--- src/rtl/max_pool_relu_pkg.sv ---
// Shared widths, row-state encoding and an unsigned max helper for the
// max_pool_relu block.
package max_pool_relu_pkg;

  localparam int PIX_W = 8;
  localparam int ACC_W = 32;

  typedef enum logic {
    ROW_EVEN = 1'b0,
    ROW_ODD  = 1'b1
  } row_state_e;

  // Unsigned 8-bit max; on a tie the first operand is returned (same value).
  function automatic logic [PIX_W-1:0] max_u8(input logic [PIX_W-1:0] a,
                                              input logic [PIX_W-1:0] b);
    return (b > a) ? b : a;
  endfunction

endpackage

--- src/rtl/max_pool_relu_relu_requant.sv ---
// relu_requant: one lane of ReLU, arithmetic right shift by SHIFT and
// saturation to 8 bits. Purely combinational.
// Optional macro MAX_POOL_RELU_ROUND_EN: round-half-up before the shift.
module relu_requant
  import max_pool_relu_pkg::*;
#(
  parameter int SHIFT = 8
) (
  input  logic signed [ACC_W-1:0] acc_in,
  output logic        [PIX_W-1:0] pix_out
);

  logic [ACC_W:0] pos_ext;
  logic [ACC_W:0] shifted;

`ifdef MAX_POOL_RELU_ROUND_EN
  localparam logic [ACC_W:0] ONE = 1;
  // Half an output LSB; zero when there is no shift so nothing is added.
  localparam logic [ACC_W:0] RND = (SHIFT > 0) ? (ONE << ((SHIFT > 0) ? SHIFT - 1 : 0)) : '0;
`endif

  // Clamp negatives to zero, scale down, then saturate at 255.
  always_comb begin
    pos_ext = acc_in[ACC_W-1] ? '0 : {1'b0, acc_in};
`ifdef MAX_POOL_RELU_ROUND_EN
    // 33-bit sum so the largest positive input cannot wrap.
    shifted = (pos_ext + RND) >> SHIFT;
`else
    shifted = pos_ext >> SHIFT;
`endif
    pix_out = (|shifted[ACC_W:PIX_W]) ? '1 : shifted[PIX_W-1:0];
  end

endmodule

--- src/rtl/max_pool_relu.sv ---
// max_pool_relu: per-lane ReLU + requantize followed by 2x2 max pooling over
// a streamed feature map, IMG_WIDTH samples per row, no backpressure.
// Optional macro MAX_POOL_RELU_ROUND_EN (in relu_requant): rounding shift.
//
// state    | meaning
// ---------+-----------------------------------------------------------
// ROW_EVEN | top row of a pooling window; pair maxima go to line buffer
// ROW_ODD  | bottom row; pair max combined with line buffer, output fires
module max_pool_relu
  import max_pool_relu_pkg::*;
#(
  parameter int NUM_TREES = 2,
  parameter int IMG_WIDTH = 8,
  parameter int SHIFT     = 8
) (
  input  logic                         clock,
  input  logic                         reset,
  input  logic [ACC_W*NUM_TREES-1:0]   pixel_vector_in,
  input  logic                         in_valid,
  output logic [PIX_W*NUM_TREES-1:0]   pixel_vector_out,
  output logic                         out_valid
);

  localparam int COL_W    = (IMG_WIDTH > 2) ? $clog2(IMG_WIDTH) : 1;
  localparam int LB_DEPTH = IMG_WIDTH / 2;
  localparam int LB_IDX_W = (LB_DEPTH > 1) ? $clog2(LB_DEPTH) : 1;
  localparam logic [COL_W-1:0] COL_LAST = COL_W'(IMG_WIDTH - 1);

  typedef logic [NUM_TREES-1:0][PIX_W-1:0] lane_vec_t;

  lane_vec_t        quant;
  lane_vec_t        pair_q, pair_d;
  lane_vec_t        out_q, out_d;
  lane_vec_t        lb_wdata, lb_rdata;
  lane_vec_t        line_buf [LB_DEPTH];
  logic [COL_W-1:0] col_q, col_d;
  row_state_e       state_q, state_d;
  logic             out_valid_q, out_valid_d;
  logic             lb_we;
  logic [LB_IDX_W-1:0] lb_idx;

  for (genvar i = 0; i < NUM_TREES; i++) begin : g_lane
    relu_requant #(.SHIFT(SHIFT)) u_relu_requant (
      .acc_in (pixel_vector_in[ACC_W*i +: ACC_W]),
      .pix_out(quant[i])
    );
  end

  // Column pair index selects the line buffer slot for both read and write.
  assign lb_idx   = LB_IDX_W'(col_q >> 1);
  assign lb_rdata = line_buf[lb_idx];

  // Next-state: column/row tracking, pair capture, line buffer write, output.
  always_comb begin
    col_d       = col_q;
    state_d     = state_q;
    pair_d      = pair_q;
    out_d       = out_q;
    out_valid_d = 1'b0;
    lb_we       = 1'b0;
    lb_wdata    = '0;
    if (in_valid) begin
      if (col_q == COL_LAST) begin
        col_d   = '0;
        state_d = (state_q == ROW_EVEN) ? ROW_ODD : ROW_EVEN;
      end else begin
        col_d = col_q + 1'b1;
      end
      if (!col_q[0]) begin
        pair_d = quant;
      end else if (state_q == ROW_EVEN) begin
        lb_we = 1'b1;
        for (int i = 0; i < NUM_TREES; i++) begin
          lb_wdata[i] = max_u8(pair_q[i], quant[i]);
        end
      end else begin
        out_valid_d = 1'b1;
        for (int i = 0; i < NUM_TREES; i++) begin
          out_d[i] = max_u8(max_u8(pair_q[i], quant[i]), lb_rdata[i]);
        end
      end
    end
  end

  // Control and output registers, asynchronously cleared.
  always_ff @(posedge clock or negedge reset) begin
    if (!reset) begin
      col_q       <= '0;
      state_q     <= ROW_EVEN;
      pair_q      <= '0;
      out_q       <= '0;
      out_valid_q <= 1'b0;
    end else begin
      col_q       <= col_d;
      state_q     <= state_d;
      pair_q      <= pair_d;
      out_q       <= out_d;
      out_valid_q <= out_valid_d;
    end
  end

  // Line buffer: always written in the even row before the odd row reads it.
  always_ff @(posedge clock) begin
    if (lb_we) begin
      line_buf[lb_idx] <= lb_wdata;
    end
  end

  assign pixel_vector_out = out_q;
  assign out_valid        = out_valid_q;

endmodule

--- config.mk ---
export PLATFORM = sky130hd
export DESIGN_NAME = max_pool_relu
export DESIGN_NICKNAME = d
export VERILOG_FILES = /design/src/rtl/max_pool_relu_pkg.sv /design/src/rtl/max_pool_relu_relu_requant.sv /design/src/rtl/max_pool_relu.sv
export SDC_FILE = /design/constraint.sdc
export NUM_CORES = 1
export LEC_CHECK = 0
export ABC_CLOCK_PERIOD_IN_PS = 4800
export CORE_AREA = 2 2 104 106
export CTS_CLUSTER_SIZE = 10
export DETAILED_ROUTE_END_ITERATION = 8
export DIE_AREA = 0 0 106 108
export PLACE_DENSITY = 0.87
export SYNTH_ARGS = -nofsm -noshare
export SYNTH_HDL_FRONTEND = slang
export SYNTH_SLANG_ARGS = --single-unit
--- constraint.sdc ---
create_clock -name clock -period 4.8 [get_ports clock]
set_input_delay 0.48 -clock clock [delete_from_list [all_inputs] [get_ports clock]]
set_output_delay 0.48 -clock clock [all_outputs]
set_load 0.1 [all_outputs]
==> run_1/clock_wires.png <==
Drawn at 3 px/µm.
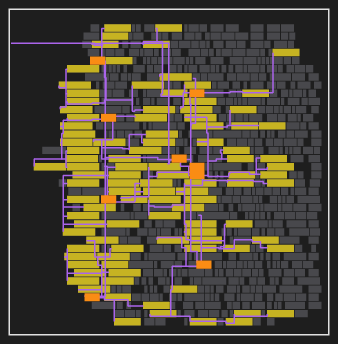
flip-flops: shown in yellow, count 101. clock-net drivers: shown in orange, count 9. clock wires: shown in purple, length 1150 µm.
There are 10 routed clock nets.
Late-Pin Clk Latency: 0.38 ns
clock share of power: 0.118
worst clock skew: 0.0144 ns
Clk. pwr: 0.000585 W

==> run_1/m3.png <==
Drawn at 4 px/µm. Cells faint in the background.
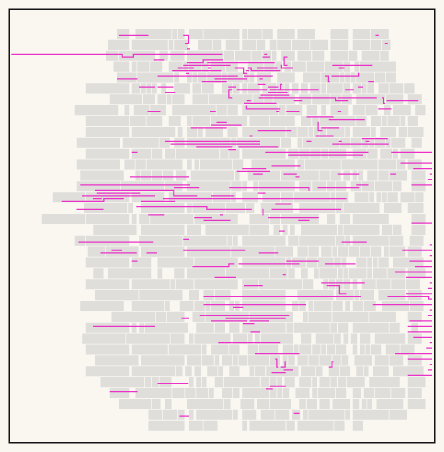
The longest straight run is 45.5 µm. The layer holds 8.2% of the routed length. The wires run mostly horizontal.
met3 global-route usage: 0.0452
vias post-DR: 4857
final wirelength: 16300 µm

==> results.toml, run 1 <==
# flow metrics
[synth]
ys_chip_area_mm2 = 0.00557
netlist.area_leader.share = 0.345
top_area_cell = "edfxtp_1"
aoi_share = 0.133
synth.distinct_cells = 63
synth_seq_share = 0.511
ys_sh_simple = 0.154
edf_count = 64
ys_warn_count = 0
synth.comb.largest_family = "simple AND/OR/NAND/NOR gates"
syn-mean-instance-area_um2 = 11.5
fp_nets = 581
ys_sh_mux = 0.0871
synth.area.top_cells = "edfxtp_1 34%, dfrtp_1 17%, ha_1 6.7%"

[clock_network]
cts.repair.resized = 6
clk_pin_slew_ns = 0.10
numCtsBuffers = 9
clock-sinks = 101
cts_tree = "done"
cts_root_buf = "clkbuf_8"
hold_buffers = 0
post_cts_buffers = 1

[route]
dr.pass1.iters = 5
drt-met1-wl_um = 6080
remaining_drc_errors = 0
highest_layer = "met4"
wl_per_cell_um = 21.0
vias_per_cell = 6.28
final_antenna_net_count = 0
drt_iter0_drc = 458

[die]
taps = 136
boundaryPins = 84
die_x_um = 106

[timing]
tns_ns = 0
worstMarginPinSlew_ns = 1.19
maxSlewViolCount = 0
layout_min_cycle_time_ns = 4.76
finalHoldViolations = 0
finalClockPeriodUsage = 0.992
timing.final.ws_setup_ns = 0.0380

[cells_and_area]
sh_comb_area = 0.370
largest_register = "line_buf"
final_cell_mix = "81 x buf_4, 64 x edfxtp_1, 46 x clkdlybuf4s50_1"
largest_class = "registers"
logic_area_mm2 = 0.00280
comb.multi_input.count = 329
drive_gt1_frac = 0.305
finalNetCount = 729
inverters = 36
nClkBuffers = 12

[worst_setup_path]
crit_buf_inv = 4
endpoint_kind = "flop"
path_class = "in -> reg"
rrSetupSlack_ns = 0.61
critPathCapture = "pixel_vector_out[11]"
r2r_cells = 19
cp_max_fo = 7
crit_cells = 25
cp.arrival_ns = 5.00
startpoint_type = "input pin"
r2r_start = "pair_q[15]"
slowest_stage = "or3_4"

[pwr]
finalPower_w = 0.00494
intPower_w = 0.00269
pg_seq_w = 0.00131
p_leak_nw = 3.21
combinationalPower_w = 0.00305
switchingPower_w = 0.00225

[global_route]
grt_pass1_vias = 4800
busiest_layer = "met2"
antenna_found_initial = 0
grt_usage = 0.260
grtUsageMet2 = 0.471
grt_pass1_wl_um = 23000

[flow_run]
tool_warnings = 43

[place]
port_buffers = 67
dp.cells = 741
dp_slack_ns = -0.662

[run_status]
status = "complete, no violations"

[worst_hold_path]
hp-class = "in -> async"
==> run_1/util_map.png <==
Drawn at 3 px/µm. The die is cut into 11 by 11 equal tiles; white is low, dark blue is high, 0 to 100% covered.
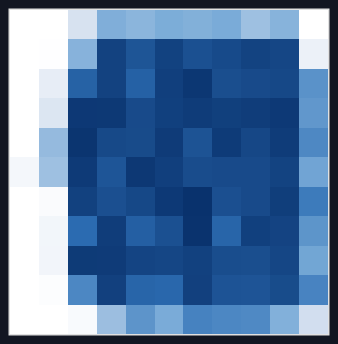
58% of the tiles are over 75% full. The fullest tile reaches 99%. The densest ninth of the die: centre.
Layout Utilization: 0.740
fp util: 0.545
core outline area: 0.0102 mm²

==> run_1/m1.png <==
Drawn at 2 px/µm. Supply wires on this layer in grey.
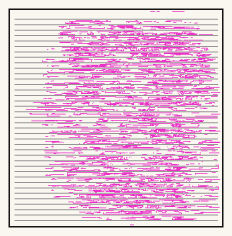
The layer carries 6080 µm of wire. The longest straight run is 42.8 µm. The wires run mostly horizontal. The layer holds 37% of the routed length. 668 nets have wire on it.
met1 usage in global routing: 0.310

==> run 2: changes to the inputs <==
--- a/config.mk
+++ b/config.mk
@@ -6,11 +6,14 @@
 export NUM_CORES = 1
 export LEC_CHECK = 0
 export ABC_CLOCK_PERIOD_IN_PS = 4800
-export CORE_AREA = 2 2 104 106
+export CELL_PAD_IN_SITES_DETAIL_PLACEMENT = 2
+export CELL_PAD_IN_SITES_GLOBAL_PLACEMENT = 2
+export CORE_AREA = 2 2 128 130
 export CTS_CLUSTER_SIZE = 10
 export DETAILED_ROUTE_END_ITERATION = 8
-export DIE_AREA = 0 0 106 108
-export PLACE_DENSITY = 0.87
+export DIE_AREA = 0 0 130 132
+export PLACE_DENSITY = 0.86
+export SKIP_LAST_GASP = 1
 export SYNTH_ARGS = -nofsm -noshare
 export SYNTH_HDL_FRONTEND = slang
 export SYNTH_SLANG_ARGS = --single-unit
==> results.toml, run 2 <==
# flow metrics
[run_status]
status = "finished, violations left"
violations = "negative setup slack"

[cells_and_area]
drive_gt1_frac = 0.380
sh_comb_area = 0.376
nClkBuffers = 9
final_core_util = 0.510
largest_class = "combinational gates"

[synth]
synth.comb.largest_family = "simple AND/OR/NAND/NOR gates"
netlist.area_leader.share = 0.345
synth_seq_share = 0.511
ys_sh_simple = 0.154
synth.area.top_cells = "edfxtp_1 34%, dfrtp_1 17%, ha_1 6.7%"
ys_sh_mux = 0.0871

[route]
highest_layer = "met4"
vias_per_cell = 6.01
wl_per_cell_um = 30.8
dr.pass1.iters = 5
final_antenna_net_count = 0
drt-met1-wl_um = 10100

[pwr]
switchingPower_w = 0.00283
combinationalPower_w = 0.00365
finalPower_w = 0.00577
p_leak_nw = 3.28

[clock_network]
post_cts_buffers = 12
hold_buffers = 0
cts.repair.resized = 82
clk_pin_slew_ns = 0.08

[worst_setup_path]
cp_max_fo = 7
r2r_cells = 20
path_class = "in -> reg"
cp.arrival_ns = 5.10
slowest_stage = "o41ai_1"
endpoint_kind = "flop"
critPathCapture = "pixel_vector_out[8]"

[timing]
setup_violations = 1
worstMarginPinSlew_ns = 1.37
finalClockPeriodUsage = 1.01
timing.final.ws_setup_ns = -0.0664

[global_route]
antenna_found_initial = 0
grtUsageMet2 = 0.506
busiest_layer = "met2"
grt_util_met3 = 0.0670
grt_pass1_vias = 5665

[die]
taps = 216

[place]
dp_slack_ns = -0.842

[flow_run]
tool_warnings = 43
==> run_2/clock_wires.png <==
Drawn at 3 px/µm.
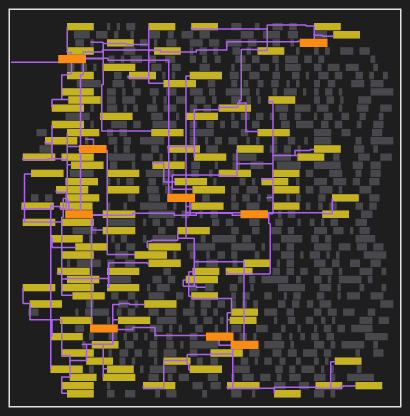
flip-flops: shown in yellow, count 101. clock wires: shown in purple, length 1710 µm. clock-net drivers: shown in orange, count 9.
There are 10 routed clock nets.
worst clock skew: 0.0177 ns
clock share of power: 0.127
Clk. pwr: 0.000731 W

==> run_2/m1.png <==
Drawn at 2 px/µm. Supply wires on this layer in grey.
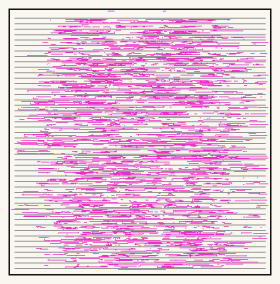
698 nets have wire on it. The layer holds 38% of the routed length. The wires run mostly horizontal.
met1 usage in global routing: 0.320
final wirelength: 26800 µm
vias post-DR: 5234

==> run 3: changes to the inputs <==
--- a/config.mk
+++ b/config.mk
@@ -14,6 +14,7 @@
 export DIE_AREA = 0 0 130 132
 export PLACE_DENSITY = 0.86
 export SKIP_LAST_GASP = 1
+export SLEW_MARGIN = 20
 export SYNTH_ARGS = -nofsm -noshare
 export SYNTH_HDL_FRONTEND = slang
 export SYNTH_SLANG_ARGS = --single-unit
==> results.toml, run 3 <==
# flow metrics
[run_status]
status = "finished, violations left"
violations = "negative setup slack"

[clock_network]
cts.repair.resized = 82
numCtsBuffers = 9
clk_pin_slew_ns = 0.08
hold_buffers = 0
post_cts_buffers = 12

[global_route]
grtUsageMet2 = 0.506
antenna_found_initial = 0
overflow = 0
busiest_layer = "met2"
grt_pass1_vias = 5665
grt_util_met3 = 0.0670
grt_use_met1 = 0.320

[cells_and_area]
nClkBuffers = 9
sh_comb_area = 0.381
drive_gt1_frac = 0.404
final_cell_mix = "101 x buf_4, 64 x edfxtp_1, 39 x nand2_1"
largest_class = "combinational gates"
final_core_util = 0.517

[place]
dp_slack_ns = -0.842
place.gp.congestion = 0.809

[pwr]
switchingPower_w = 0.00288
clkPwrFrac = 0.124
combinationalPower_w = 0.00374
intPower_w = 0.00298
p_per_area_mw_per_mm2 = 721
p_leak_nw = 3.31

[route]
vias_per_cell = 5.93
highest_layer = "met4"
final_antenna_net_count = 0
dr.pass1.iters = 5
wl_met2_um = 14100
wl_per_cell_um = 30.8
drt-met1-wl_um = 10200

[timing]
timing.final.ws_setup_ns = -0.170
worstMarginPinSlew_ns = 1.08
setup_violations = 4

[worst_setup_path]
critPathCapture = "pixel_vector_out[8]"
endpoint_kind = "flop"
path_class = "in -> reg"
r2r_cells = 21
cp_max_fo = 7
slowest_stage = "or3_1"

[synth]
ys_warn_count = 0
synth_seq_share = 0.511
synth.comb.largest_family = "simple AND/OR/NAND/NOR gates"
netlist.area_leader.share = 0.345
synth.area.top_cells = "edfxtp_1 34%, dfrtp_1 17%, ha_1 6.7%"
ys_sh_simple = 0.154
ys_sh_mux = 0.0871
fa_ha_area_frac = 0.0673
edf_count = 64

[die]
taps = 216

[flow_run]
tool_warnings = 43
==> run_3/m3.png <==
Drawn at 4 px/µm. Cells faint in the background.
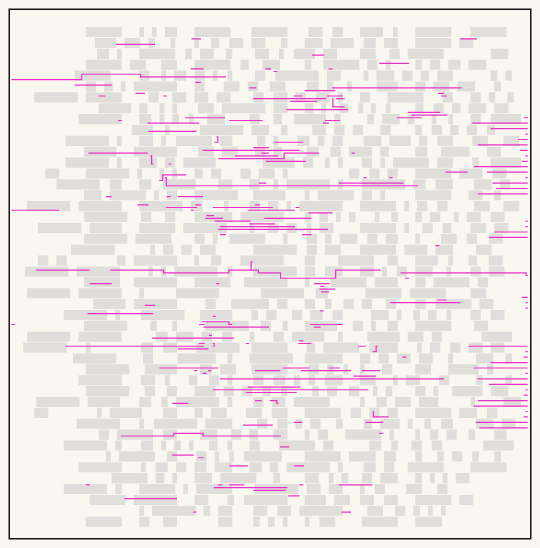
The layer holds 5.3% of the routed length. The longest straight run is 62.8 µm. The wires run mostly horizontal.
final wirelength: 27000 µm
vias post-DR: 5202

==> run_3/clock_nets.png <==
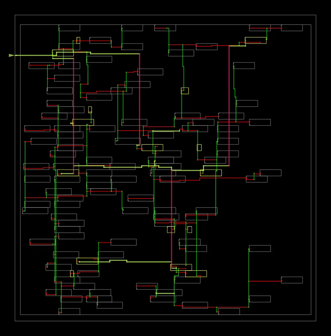
Clk. pwr: 0.000726 W
Flop Count: 101
Late-Pin Clk Latency: 0.37 ns
Sink Count: 101
worst clock skew: 0.0129 ns

Power is estimated from default activity; no workload was simulated.
